**Congestion heat map**

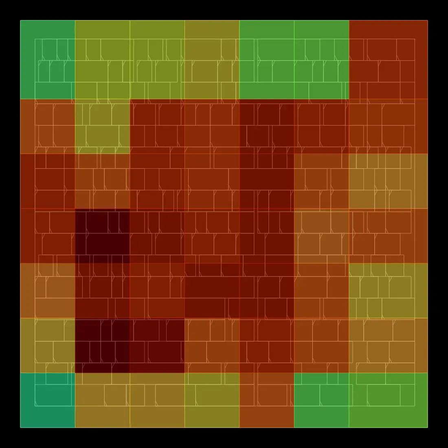
**Gate-type map**

The bar under the picture is 20 um long.
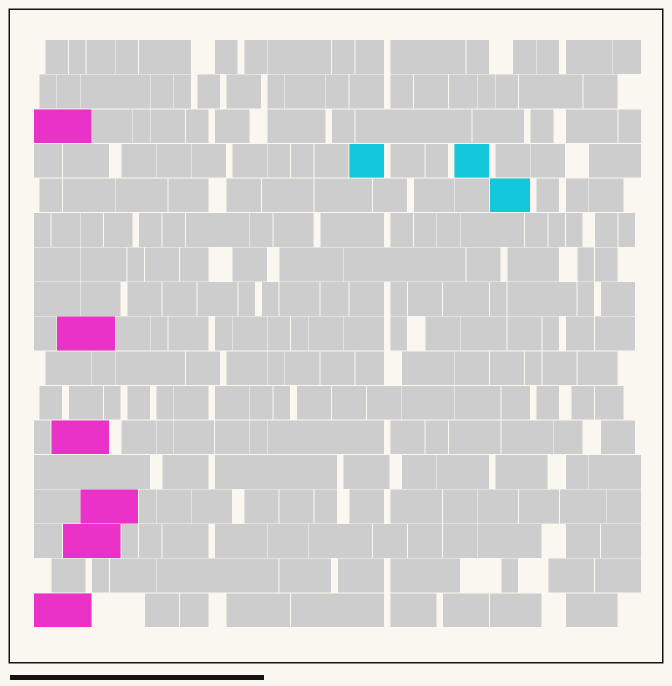
### src/rtl/control_pkg.sv
// Shared definitions for the multicycle control unit: opcodes, state encoding,
// mux-select constants and the bundled control-word type.
package control_pkg;

  localparam int OPCODE_W = 5;
  localparam int STATE_W  = 5;

  // Supported opcodes (instruction bits [4:0])
  localparam logic [4:0] OP_MOVESP = 5'h19;
  localparam logic [4:0] OP_INPUT  = 5'h1A;
  localparam logic [4:0] OP_JAL    = 5'h14;
  localparam logic [4:0] OP_LOADSP = 5'h1F;
  localparam logic [4:0] OP_ADDI   = 5'h18;
  localparam logic [4:0] OP_SWAP   = 5'h0B;
  localparam logic [4:0] OP_JB     = 5'h1D;
  localparam logic [4:0] OP_OUTPUT = 5'h1C;

  // Mux-select constants
  localparam logic [1:0] ALUOP_ADD   = 2'b00;
  localparam logic [1:0] ALUOP_FUNC  = 2'b10;
  localparam logic [1:0] IORD_PC     = 2'b00;
  localparam logic [1:0] IORD_MDR    = 2'b01;
  localparam logic [1:0] IORD_ALUOUT = 2'b10;
  localparam logic [1:0] IORD_SP     = 2'b11;

  // State encoding; codes 26..31 are unused and recover to FETCH
  typedef enum logic [STATE_W-1:0] {
    ST_INIT    = 5'd0,
    ST_FETCH   = 5'd1,
    ST_DECODE  = 5'd2,
    ST_MS1     = 5'd3,
    ST_MS2     = 5'd4,
    ST_IN1     = 5'd5,
    ST_IN2     = 5'd6,
    ST_J1      = 5'd7,
    ST_J2      = 5'd8,
    ST_J3      = 5'd9,
    ST_J4      = 5'd10,
    ST_J5      = 5'd11,
    ST_L1      = 5'd12,
    ST_L2      = 5'd13,
    ST_L3      = 5'd14,
    ST_AD1     = 5'd15,
    ST_AD2     = 5'd16,
    ST_SW1     = 5'd17,
    ST_SW2     = 5'd18,
    ST_JB1     = 5'd19,
    ST_JB2     = 5'd20,
    ST_JB3     = 5'd21,
    ST_JB4     = 5'd22,
    ST_JB5     = 5'd23,
    ST_OUT1    = 5'd24,
    ST_ILLEGAL = 5'd25
  } state_t;

  // Every datapath control line, in one word
  typedef struct packed {
    logic [1:0] aluOp;
    logic [1:0] aluSrcA;
    logic [1:0] aluSrcB;
    logic [1:0] memtoReg;
    logic       regWrite;
    logic       memRead;
    logic       memWrite;
    logic [1:0] iorD;
    logic       irWrite;
    logic       pcWrite;
    logic       jump;
    logic [1:0] branch;
    logic       shouldBranch;
    logic [1:0] regFileSrc;
    logic [2:0] returnSrc;
    logic [1:0] dataSrc;
    logic [1:0] operandSrc;
    logic       spWrite;
    logic       instrDone;
    logic       illegalOp;
  } ctrl_t;

  // First execute state for an opcode seen during DECODE
  function automatic state_t firstState(logic [4:0] op);
    case (op)
      OP_MOVESP: return ST_MS1;
      OP_INPUT:  return ST_IN1;
      OP_JAL:    return ST_J1;
      OP_LOADSP: return ST_L1;
      OP_ADDI:   return ST_AD1;
      OP_SWAP:   return ST_SW1;
      OP_JB:     return ST_JB1;
      OP_OUTPUT: return ST_OUT1;
      default:   return ST_ILLEGAL;
    endcase
  endfunction

  // Opcode that owns an execute state: {valid, opcode}
  function automatic logic [5:0] seqOpcode(state_t s);
    case (s)
      ST_MS1, ST_MS2:                         return {1'b1, OP_MOVESP};
      ST_IN1, ST_IN2:                         return {1'b1, OP_INPUT};
      ST_J1, ST_J2, ST_J3, ST_J4, ST_J5:      return {1'b1, OP_JAL};
      ST_L1, ST_L2, ST_L3:                    return {1'b1, OP_LOADSP};
      ST_AD1, ST_AD2:                         return {1'b1, OP_ADDI};
      ST_SW1, ST_SW2:                         return {1'b1, OP_SWAP};
      ST_JB1, ST_JB2, ST_JB3, ST_JB4, ST_JB5: return {1'b1, OP_JB};
      ST_OUT1:                                return {1'b1, OP_OUTPUT};
      default:                                return 6'd0;
    endcase
  endfunction

endpackage

### src/rtl/control_decode.sv
// Pure combinational state-to-control-word ROM (Moore outputs).
module control_decode
  import control_pkg::*;
(
  input  state_t state,
  output ctrl_t  ctrl
);

  // Decode the current state into every control line; unlisted lines stay 0
  always_comb begin
    ctrl = '0;
    case (state)
      ST_FETCH: begin
        ctrl.pcWrite = 1'b1; ctrl.iorD = IORD_PC; ctrl.memRead = 1'b1;
        ctrl.aluSrcA = 2'b00; ctrl.aluSrcB = 2'b11; ctrl.aluOp = ALUOP_ADD;
      end
      ST_DECODE: begin
        ctrl.irWrite = 1'b1; ctrl.iorD = IORD_MDR; ctrl.memRead = 1'b1;
        ctrl.aluSrcA = 2'b00; ctrl.aluSrcB = 2'b01; ctrl.aluOp = ALUOP_ADD;
      end
      ST_MS1, ST_IN1, ST_L1: begin
        ctrl.aluSrcA = 2'b11; ctrl.aluSrcB = 2'b01; ctrl.aluOp = ALUOP_FUNC;
      end
      ST_MS2: begin
        ctrl.spWrite = 1'b1; ctrl.instrDone = 1'b1;
      end
      ST_IN2: begin
        ctrl.memWrite = 1'b1; ctrl.dataSrc = 2'b10; ctrl.iorD = IORD_ALUOUT;
        ctrl.instrDone = 1'b1;
      end
      ST_J1: begin
        ctrl.aluSrcA = 2'b11; ctrl.aluSrcB = 2'b11; ctrl.aluOp = ALUOP_FUNC;
      end
      ST_J2, ST_J3, ST_J4: begin
        ctrl.memWrite = 1'b1; ctrl.iorD = IORD_ALUOUT;
        ctrl.aluSrcA = 2'b01; ctrl.aluSrcB = 2'b11; ctrl.aluOp = ALUOP_FUNC;
        // Push order: operand 11 first, then 10, then 01
        ctrl.dataSrc    = (state == ST_J2) ? 2'b00 : 2'b01;
        ctrl.operandSrc = (state == ST_J2) ? 2'b11 : (state == ST_J3) ? 2'b10 : 2'b01;
      end
      ST_J5: begin
        ctrl.memWrite = 1'b1; ctrl.dataSrc = 2'b01; ctrl.iorD = IORD_ALUOUT;
        ctrl.spWrite = 1'b1; ctrl.pcWrite = 1'b1;
        ctrl.aluSrcA = 2'b00; ctrl.aluSrcB = 2'b01; ctrl.aluOp = ALUOP_ADD;
        ctrl.instrDone = 1'b1;
      end
      ST_L2: begin
        ctrl.iorD = IORD_ALUOUT; ctrl.memRead = 1'b1;
      end
      ST_L3: begin
        ctrl.regWrite = 1'b1; ctrl.regFileSrc = 2'b00; ctrl.returnSrc = 3'b000;
        ctrl.instrDone = 1'b1;
      end
      ST_AD1: begin
        ctrl.aluSrcA = 2'b10; ctrl.aluSrcB = 2'b01; ctrl.aluOp = ALUOP_FUNC;
      end
      ST_AD2: begin
        ctrl.regWrite = 1'b1; ctrl.regFileSrc = 2'b10; ctrl.returnSrc = 3'b000;
        ctrl.instrDone = 1'b1;
      end
      ST_SW1: begin
        ctrl.aluSrcA = 2'b10; ctrl.aluOp = ALUOP_FUNC;
        ctrl.regFileSrc = 2'b01; ctrl.regWrite = 1'b1; ctrl.returnSrc = 3'b000;
      end
      ST_SW2: begin
        ctrl.regWrite = 1'b1; ctrl.regFileSrc = 2'b10; ctrl.returnSrc = 3'b010;
        ctrl.instrDone = 1'b1;
      end
      ST_JB1: begin
        ctrl.memRead = 1'b1; ctrl.iorD = IORD_SP;
        ctrl.aluSrcA = 2'b11; ctrl.aluSrcB = 2'b11; ctrl.aluOp = ALUOP_FUNC;
      end
      ST_JB2, ST_JB3, ST_JB4: begin
        ctrl.regWrite = 1'b1; ctrl.regFileSrc = 2'b00; ctrl.iorD = IORD_ALUOUT;
        ctrl.aluSrcA = 2'b01; ctrl.aluSrcB = 2'b11; ctrl.aluOp = ALUOP_FUNC;
        // Pop order: register 5, then 4, then 3
        ctrl.returnSrc = (state == ST_JB2) ? 3'b101 : (state == ST_JB3) ? 3'b100 : 3'b011;
      end
      ST_JB5: begin
        ctrl.branch = 2'b10; ctrl.jump = 1'b1; ctrl.spWrite = 1'b1;
        ctrl.instrDone = 1'b1;
      end
      ST_OUT1: begin
        // Datapath drives Outputio by itself; only mark the instruction done
        ctrl.instrDone = 1'b1;
      end
      ST_ILLEGAL: begin
        ctrl.illegalOp = 1'b1;
      end
      default: ctrl = '0;
    endcase
  end

endmodule

### src/rtl/control_fsm.sv
// Multicycle fetch/decode/execute control unit driving the datapath control lines.
module control_fsm
  import control_pkg::*;
#(
  parameter int OPCODE_W = 5,
  parameter int STATE_W  = 5
) (
  input  logic                CLK,
  input  logic                Reset,
  input  logic [OPCODE_W-1:0] Opcode,
  output logic [1:0]          ALUOp,
  output logic [1:0]          ALUSrcA,
  output logic [1:0]          ALUSrcB,
  output logic [1:0]          MemtoReg,
  output logic                RegWrite,
  output logic                MemRead,
  output logic                MemWrite,
  output logic [1:0]          IorD,
  output logic                IRWrite,
  output logic                PCWrite,
  output logic                Jump,
  output logic [1:0]          Branch,
  output logic                shouldBranch,
  output logic [1:0]          RegFileSrc,
  output logic [2:0]          ReturnSrc,
  output logic [1:0]          DataSrc,
  output logic [1:0]          OperandSrc,
  output logic                SPWrite,
  output logic                InstrDone,
  output logic                IllegalOp,
  output logic [STATE_W-1:0]  State
);

  state_t              stateReg, stateNext;
  logic [OPCODE_W-1:0] opQ;
  ctrl_t               ctrl;
  logic [5:0]          seqInfo;

  // State and latched-opcode registers; reset abandons any instruction in flight
  always_ff @(posedge CLK or posedge Reset) begin
    if (Reset) begin
      stateReg <= ST_INIT;
      opQ      <= '0;
    end else begin
      stateReg <= stateNext;
      if (stateReg == ST_DECODE) opQ <= Opcode;
    end
  end

  // Next state: execute sequences advance unconditionally, only DECODE looks at Opcode
  always_comb begin
    stateNext = ST_FETCH;
    case (stateReg)
      ST_INIT:   stateNext = ST_FETCH;
      ST_FETCH:  stateNext = ST_DECODE;
      ST_DECODE: stateNext = firstState(5'(Opcode));
      ST_MS1:    stateNext = ST_MS2;
      ST_IN1:    stateNext = ST_IN2;
      ST_J1:     stateNext = ST_J2;
      ST_J2:     stateNext = ST_J3;
      ST_J3:     stateNext = ST_J4;
      ST_J4:     stateNext = ST_J5;
      ST_L1:     stateNext = ST_L2;
      ST_L2:     stateNext = ST_L3;
      ST_AD1:    stateNext = ST_AD2;
      ST_SW1:    stateNext = ST_SW2;
      ST_JB1:    stateNext = ST_JB2;
      ST_JB2:    stateNext = ST_JB3;
      ST_JB3:    stateNext = ST_JB4;
      ST_JB4:    stateNext = ST_JB5;
      default:   stateNext = ST_FETCH;
    endcase
  end

  control_decode uDecode (
    .state (stateReg),
    .ctrl  (ctrl)
  );

  assign ALUOp        = ctrl.aluOp;
  assign ALUSrcA      = ctrl.aluSrcA;
  assign ALUSrcB      = ctrl.aluSrcB;
  assign MemtoReg     = ctrl.memtoReg;
  assign RegWrite     = ctrl.regWrite;
  assign MemRead      = ctrl.memRead;
  assign MemWrite     = ctrl.memWrite;
  assign IorD         = ctrl.iorD;
  assign IRWrite      = ctrl.irWrite;
  assign PCWrite      = ctrl.pcWrite;
  assign Jump         = ctrl.jump;
  assign Branch       = ctrl.branch;
  assign shouldBranch = ctrl.shouldBranch;
  assign RegFileSrc   = ctrl.regFileSrc;
  assign ReturnSrc    = ctrl.returnSrc;
  assign DataSrc      = ctrl.dataSrc;
  assign OperandSrc   = ctrl.operandSrc;
  assign SPWrite      = ctrl.spWrite;
  assign InstrDone    = ctrl.instrDone;
  assign IllegalOp    = ctrl.illegalOp;
  assign State        = STATE_W'(stateReg);

  // The latched opcode must always own the execute state we are in
  assign seqInfo = seqOpcode(stateReg);
  assert property (@(posedge CLK) disable iff (Reset)
    seqInfo[5] |-> (opQ == OPCODE_W'(seqInfo[4:0])));

endmodule

### config.mk
export PLATFORM = sky130hd
export DESIGN_NAME = control_fsm
export DESIGN_NICKNAME = d
export VERILOG_FILES = /design/src/rtl/control_pkg.sv /design/src/rtl/control_decode.sv /design/src/rtl/control_fsm.sv
export SDC_FILE = /design/constraint.sdc
export NUM_CORES = 1
export LEC_CHECK = 0
export CAP_MARGIN = 10
export CORE_MARGIN = 1.5
export CORE_UTILIZATION = 45
export CTS_BUF_LIST = sky130_fd_sc_hd__clkbuf_8
export DETAILED_ROUTE_END_ITERATION = 16
export PLACE_DENSITY = 0.83
export SLEW_MARGIN = 25
export SYNTH_ARGS = -nofsm -noshare
export SYNTH_HDL_FRONTEND = slang
export SYNTH_SLANG_ARGS = --single-unit
### constraint.sdc
create_clock -name CLK -period 2.2 [get_ports CLK]
set_input_delay 0.66 -clock CLK [delete_from_list [all_inputs] [get_ports CLK]]
set_output_delay 0.66 -clock CLK [all_outputs]
set_load 0.01 [all_outputs]
==> summary.txt <==
Reports from this run.

- The run finished, with violations left.
- The checks that failed: setup timing.
- The number of synthesized flops with an enable pin is 0.
- The arrival time at the worst endpoint reads 1.68 ns.
- The final worst slack reads -0.144 ns.
- The number of multi-input combinational cells is 123.
- At the worst endpoint, the required time is about 1.5 ns.
- The number of ports placed on the die boundary is 43.
- The path type of the worst setup path is reg2out.
- The root cell of the clock tree reads clkbuf_8.
- The source of the critical timing path reads State[1].
- The initial antenna violation count reads 0.
- The instance tally after logic synthesis reads 153.
- The total setup buffers inserted after CTS is 8.
- The layout summary lists the proportion of cells stronger than drive strength 1 as 54.3%.
- The sequential fraction of design power is 6.2%.
- After routing the design area is 0.00203 sq mm.
- The number of global-route vias before repair reads 1,505.
- The most frequently placed logic cell in the final layout is buf_4.
- The share of power burned in the clock network is 5.2%.
- Counting buffers and inverters, the worst setup path is 7 cells deep.
- The count of final setup violators reads 15.
- The count of tool warnings reads 33.
- The total clock network power is 177 uW.
- The post-route DRC violation count is 0.
- The period utilization is 107%.
- The minimum clock period is 2.34 ns.
- The net count reported at finish reads 261.
- The detail route stage leaves a number of antenna-violating nets equal to 0.
- After synthesis, the cell types taking the most area are dfrtp_1 (12%), a21oi_1 (7.2%), ha_1 (7.2%).
- The register with the most flip-flops in the layout has 5 of them.
- Setup repair after global routing could not meet its margin everywhere.
- The non-clock buffer count in the final layout is around 110.
- The cell sequence reported for the critical path is buf_6 -> buf_6 -> buf_6 -> a21oi_2 -> nor3b_1 -> or3_1 -> buf_2.
- The stage delay of the slowest cell on the critical path is between 0.4 and 0.5 ns.
- The area fraction in xor and xnor cells reads 1.67%.
- The first-pass GRT wire length reads 6870 um.
- The die covers 0.00263 sq mm.
- The number of well taps reads 28.
- Entering global routing, the biggest net connects 25 pins.
- The launch point of the worst register-to-register path is recorded as State[2].
- The fraction of power spent switching nets is 48.1%.
- The highest achievable clock rate reads 427 MHz.
- The multi-input logic area reads 921 sq um.
- The worst path buffer plus inverter count reads 4.
- The final non-filler cell total is 275.
- The number of cells on the worst reg-to-reg path reads 5.
- The part of the power in combinational logic is between 80% and 90%.
- Adding up every negative setup slack in the final design gives -0.744 ns.
- Among the stages of the critical path, the cell type that occurs most often is buf_6.
- Leaving out the clock tree, the finished layout contains an inverter count of 8.
- The critical path endpoint category is an output port.
- The maximum fanout count along the critical path reads 4.
- The gate-level netlist out of Yosys references between 40 and 50 unique cell types.
- Among all cell classes, the greatest summed area belongs to combinational gates.
- Per the layout report, the design carries between 80 and 90 filler cells.
- The latest clock arrival within the worst-skew pair reads between 0.2 and 0.25 ns.
- The top cell type by total area after synthesis reads dfrtp_1.
- Once iteration 0 of detailed routing completed, the report listed 138 DRC markers.
- The maximum level of the CTS H-tree reads 1.
- The flow reports power dissipated in sequential cells as around 210 uW.
- The top cell type's share of synthesized area reads roughly an eighth.
- STA lists the endpoint of the worst register-to-register path as State[0].
- The overall routed net length is a little under 6000 um.
- The longest clock path from root to sink contains 2 buffers.
- The flop count reads 5.
- The total area of sequential cells is 129 sq um.
- For reference, the final report shows the max-slew violation count at 0.
- The proportion of cell area occupied by multi-input gates is 45.3%.
- The run reported a max-capacitance violation count of 0.
- The adder and majority cell fraction of the synthesized area reads 7.15%.
- The final HPWL from detailed placement is 2690 um.
- The total internal power is 1760 uW.
- The global placer's final weighted congestion reads 0.823.
- The die width reads a little over 50 um.
- The effective utilization at floorplan is 47.5%.
- After synthesis, the share of cell area in mux cells is 4.89%.
- IR analysis of the VDD net gives a maximum drop of between 1 and 1.5 mV.
- Compared with the post-synthesis result, the final layout area differs by 93.7%.
- Per the STA report, the cell with the highest stage delay on the worst path is dfrtp_2.
- The mean area per synthesized cell is 6.86 sq um.
- Non-clock buffering takes up ~43% of total cell area after layout.
- Once placement finished, the instance area stood at 0.00167 sq mm.
- In this run the cell area of the synthesized design comes to 0.00105 sq mm.
- The final report gives the core utilization as 91.9%.
- The leakage power summed over all cells is 0.00101 uW.
- The critical path launch point type reads a flop.
- Per the synth stats, the flop cell with the highest instance count is dfrtp_1.
- The cell class contributing the biggest share of worst-path delay is buffers and inverters.
- The layout has 3 clock buffers.
- The main combinational cell family by area after synthesis is simple AND/OR/NAND/NOR gates.
- The area reported by Yosys stat reads about 0.0010 sq mm.
- The post-synthesis share of cell area spent on and, or, nand and nor gates reads about a third.
- Per report_power, the top consumer among the power groups is combinational cells.
- The clock buffer count from CTS is 3.
- In the Yosys report the total cell count is 153.
- The worst hold path class reads in2async.
- The sequential element share of the synthesized area reads 11.9%.
- The flip-flop and latch count after synthesis is 5.
- At the placement stage, the worst setup path has a slack of -0.254 ns.
- The critical path endpoint is ALUSrcA[0].
- The fraction of standard cell area that is sequential is between 6 and 7%.
- The post-CTS clock slew at the launch and capture registers of the worst setup and hold paths is 0.04 ns.
- The core region is ~0.0022 sq mm.
- Summing internal, switching and leakage power gives 3400 uW.
- The die is 51.3 um tall.
About 'congestion heat map':
gr usage total: 34.5%
routed len/inst: 21.1 um
met1 Use GR: 40.1%
met3 Usage GRT: 3.22%

About 'gate-type map':
- magenta: adder and majority cells (cells 6; most used ha_1)
- cyan: AND-OR and OR-AND gates (cells 3)

-- cells in the mapped netlist, types with 2 or more instances --
cell type  count
nor2_1        17
a21oi_1       15
nand2_1       10
buf_2          8
inv_1          8
o21ai_0        8
buf_4          7
nand2b_1       7
nor3_1         7
ha_1           6
dfrtp_1        5
clkbuf_1       4
mux2i_1        4
nor2b_1        3
nor3b_1        3
o22ai_1        3
o32ai_1        3
a22oi_1        2
buf_6          2
o211ai_1       2
o221ai_1       2
xnor2_1        2
-- layer usage --
| metal | vias up | share of wire, % | GRT usage [%] |
|---|---|---|---|
| met5 | - | 0 | 0 |
| met4 | 0 | 6.1 | 18.4 |
| met3 | 41 | 8.8 | 3.22 |
| met2 | 142 | 50 | 62.1 |
| met1 | 821 | 35 | 40.1 |
| li1 | 718 | - | - |
Power and IR drop assume default switching activity.
